**config.mk**
```make
export PLATFORM = sky130hd
export DESIGN_NAME = nibble_add_seq
export DESIGN_NICKNAME = d
export VERILOG_FILES = /design/src/rtl/nibble_add_seq.sv
export SDC_FILE = /design/constraint.sdc
export NUM_CORES = 1
export LEC_CHECK = 0
export CORE_AREA = 4 4 77 79
export DETAILED_ROUTE_END_ITERATION = 7
export DIE_AREA = 0 0 81 83
export PLACE_DENSITY_LB_ADDON = 0.3
export SYNTH_ARGS = -nofsm -noshare
export SYNTH_HDL_FRONTEND = slang
export SYNTH_SLANG_ARGS = --single-unit
```
**constraint.sdc**
```tcl
create_clock -name clk -period 4.4 [get_ports clk]
set_input_delay 0.88 -clock clk [delete_from_list [all_inputs] [get_ports clk]]
set_output_delay 0.88 -clock clk [all_outputs]
set_load 0.05 [all_outputs]
```
**src/rtl/nibble_add_seq.sv**
```systemverilog
// nibble_add_seq -- sequential W-bit adder that runs through an external
// registered 4-bit CLA stage, one nibble at a time, LSB nibble first.
//
// Each nibble takes three cycles:
//   ISSUE - drive the operands
//   WAIT  - wait for the stage's internal register
//   CAPT  - capture the stage's sum and carry
// A full add takes 3*NIBBLES cycles from accept to out_valid.
//
// Ports
//   clk, rst_n                  clock; synchronous active-low reset
//   in_valid/in_ready           operand request handshake
//   in_a, in_b, in_cin          W-bit operands and carry-in
//   add_a, add_b, add_cin       nibble operands to the CLA stage
//   add_s, add_cout             CLA stage results, sampled only in CAPT
//   out_valid/out_ready         result handshake
//   out_sum, out_cout           W-bit sum (mod 2^W) and carry-out
//   out_ovf                     two's-complement overflow
//                               (only present with NIBBLE_ADD_SEQ_OVF_EN)
//
// Optional feature macro: NIBBLE_ADD_SEQ_OVF_EN
module nibble_add_seq #(
    parameter int NIBBLES = 4
) (
    input  logic                 clk,
    input  logic                 rst_n,
    input  logic                 in_valid,
    output logic                 in_ready,
    input  logic [4*NIBBLES-1:0] in_a,
    input  logic [4*NIBBLES-1:0] in_b,
    input  logic                 in_cin,
    output logic [3:0]           add_a,
    output logic [3:0]           add_b,
    output logic                 add_cin,
    input  logic [3:0]           add_s,
    input  logic                 add_cout,
    output logic                 out_valid,
    input  logic                 out_ready,
    output logic [4*NIBBLES-1:0] out_sum,
    output logic                 out_cout
`ifdef NIBBLE_ADD_SEQ_OVF_EN
    ,
    output logic                 out_ovf
`endif
);

    localparam int IW = (NIBBLES > 1) ? $clog2(NIBBLES) : 1;

    typedef enum logic [2:0] {IDLE, ISSUE, WAIT, CAPT, DONE} state_t;

    state_t state, state_nxt;

    logic [NIBBLES-1:0][3:0] a_reg, b_reg, sum_reg;
    logic                    carry_reg;
    logic [IW-1:0]           idx;
    logic                    last_nib;

    assign last_nib = (idx == IW'(NIBBLES - 1));

    // State register
    always_ff @(posedge clk) begin
        if (!rst_n) state <= IDLE;
        else        state <= state_nxt;
    end

    // Next-state logic
    always_comb begin
        state_nxt = state;
        case (state)
            IDLE:    if (in_valid) state_nxt = ISSUE;
            ISSUE:   state_nxt = WAIT;
            WAIT:    state_nxt = CAPT;
            CAPT:    state_nxt = last_nib ? DONE : ISSUE;
            DONE:    if (out_ready) state_nxt = IDLE;
            default: state_nxt = IDLE;
        endcase
    end

    // Datapath. add_s/add_cout are looked at only in CAPT, so whatever is
    // left in the stage after a reset or between nibbles is never taken.
    always_ff @(posedge clk) begin
        if (!rst_n) begin
            a_reg     <= '0;
            b_reg     <= '0;
            sum_reg   <= '0;
            carry_reg <= 1'b0;
            idx       <= '0;
        end else begin
            case (state)
                IDLE: if (in_valid) begin
                    a_reg     <= in_a;
                    b_reg     <= in_b;
                    carry_reg <= in_cin;
                    idx       <= '0;
                end
                CAPT: begin
                    sum_reg[idx] <= add_s;
                    carry_reg    <= add_cout;
                    if (!last_nib) idx <= idx + IW'(1);
                end
                default: ;
            endcase
        end
    end

    // Outputs are gated with rst_n so they read zero while reset is held,
    // even in the cycle before the reset edge takes effect.
    assign in_ready  = rst_n && (state == IDLE);
    assign out_valid = rst_n && (state == DONE);
    assign out_sum   = rst_n ? sum_reg : '0;
    assign out_cout  = rst_n && carry_reg;

    // idx only changes at the end of CAPT, so the operands stay steady
    // across ISSUE, WAIT and CAPT of the same nibble.
    assign add_a   = rst_n ? a_reg[idx] : 4'h0;
    assign add_b   = rst_n ? b_reg[idx] : 4'h0;
    assign add_cin = rst_n && carry_reg;

`ifdef NIBBLE_ADD_SEQ_OVF_EN
    // Overflow: both operands have the same sign,
    // but the result's sign differs from it.
    assign out_ovf = rst_n
                  && (a_reg[NIBBLES-1][3] == b_reg[NIBBLES-1][3])
                  && (sum_reg[NIBBLES-1][3] != a_reg[NIBBLES-1][3]);
`endif

endmodule

```
Figure 1. Gate families picked out.
Bar = 20 µm.
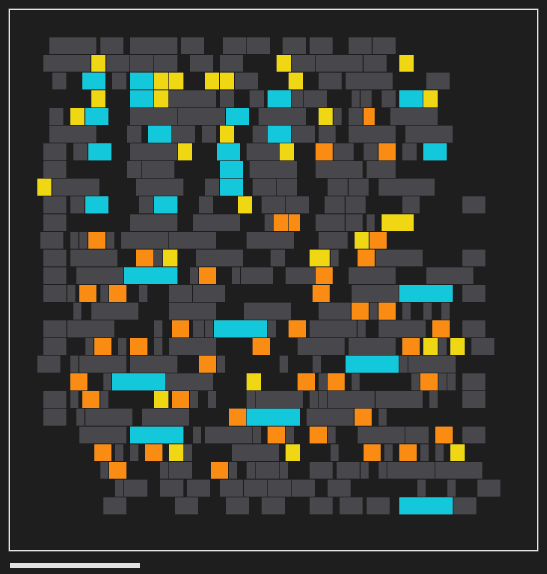
family	colour	cells	most used
aoi and oai cells	orange	41	a21boi_1
and/or cells	yellow	29	and2_1
mux cells	cyan	24	mux2i_1

Figure 2. Cell classes on the final placement.
Bar = 20 µm.
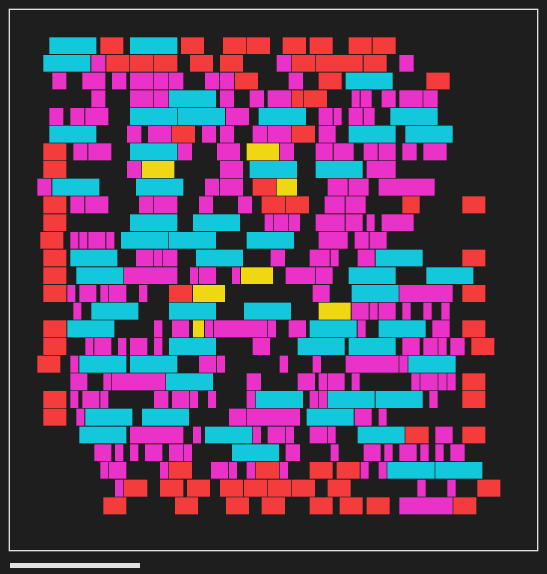
class	colour	cells
clock drivers and dummy loads	yellow	7
remaining buffers and delay cells	red	71
remaining logic cells	magenta	195
registers	cyan	54

Figure 3. Clock distribution.
Bar = 20 µm.
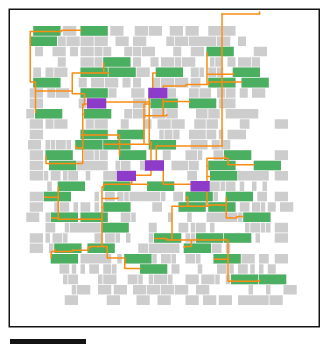
[flip-flops] green | count: 54
[clock wires] orange | length: 555 µm
[clock-net drivers] purple | count: 5
routed clock nets	6

Figure 4. Power grid.
Pins as bars on the die edge. Tap cells in grey.
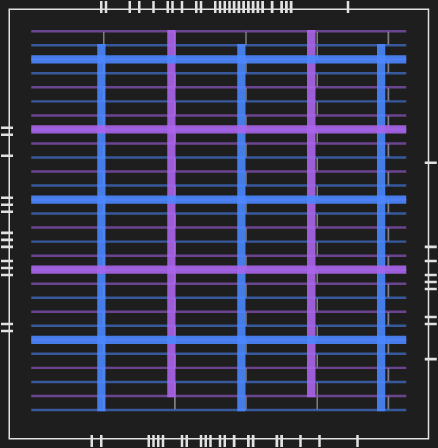
net	colour
VDD	purple
VSS	blue
met1 rails	28
met5 straps	5
tap cells	72
rows	27

Figure 5. The clock network.
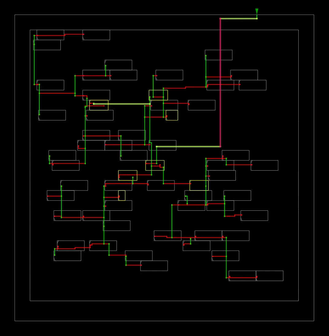
number of clock-tree buffers in the layout: 5
Clock Skews: 3.21 ps
power dissipated in the clock network: 0.260 mW
number of flip-flops and latches: 54
Skew-Pair Late Insertion Delay: 290 ps

==> job_summary.md <==
### Metrics collected by this job

| Metric | Value |
|---|---|
| Endpoint class of the critical path | primary output |
| Dominant combinational family | simple AND/OR/NAND/NOR gates |
| Power density over the cells | 310 nW/µm² |
| Power Sequential | 0.554 mW |
| Overall routing resource usage | 0.161 |
| Fa+ha+maj area frac | 0.0195 |
| Share of synthesized cell area in and, or, nand and nor gates | 0.249 |
| Top cells, area | dfxtp_1 42%, nand2_1 9.5%, a21boi_1 8.8% |
| Data arrival time at the worst-slack endpoint | 2520 ps |
| Count of filler cells inserted in the layout | 478 |
| Post-CTS setup buffer count | 0 |
| Number of standard cells in the layout, taps in and fillers out | around 400 |
| Share of final layout cell area taken by non-clock buffers | 0.215 |
| Capture instance of the worst register-to-register path | sum_reg[12]$_SDFFE_PN0P_ |
| Synth Area per Inst | approximately 9.5 µm² |
| Reported max-cap violation count | 0 |
| Total negative slack for setup checks | 0 ps |
| Worst Setup Start Kind | register |
| Max-area cell class | logic gates |
| Unrepaired setup endpoints after global routing | no |
| Initial antenna violation count | 0 |
| Max transition margin | 0.536 |
| Capture point of the critical path | add_a[3] |
| Cell with the biggest individual delay on the critical path | dfxtp_1 |
| YS warnings | 0 |
| Post-cts resize count | 0 |
| Type of the tightest min-delay check | register to register |
| Met1 global-route usage | 0.202 |
| Multiplexer fraction of the synthesized cell area | 0.132 |
| Count of placed standard cells including taps | 392 |
| Result of the run | finished clean |
| Initial standard-cell utilization of the core | 0.482 |
| Sw Ratio | 0.283 |
| Non-clock inverter count | 2 |
| Post-route cell area | 3320 µm² |
| Share of post-route cells with drive strength above 1 | 0.0642 |
| Post-route DRC | 0 |
| Compound Share, Synth | 0.117 |
| Top_reg_cell synth | dfxtp_1 |
| Setup slack of the critical path after layout | 1000 ps |
| Total cell area at the placement stage | 3230 µm² |
| Number of global-route vias before repair | 1953 |
| Number of flops mapped to enable cells by yosys | 0 |
| Fraction of area in registers | 0.326 |
| Critical Path Fanout Max | 13 |
No activity file was given, so power comes from the tool's default toggle rates.
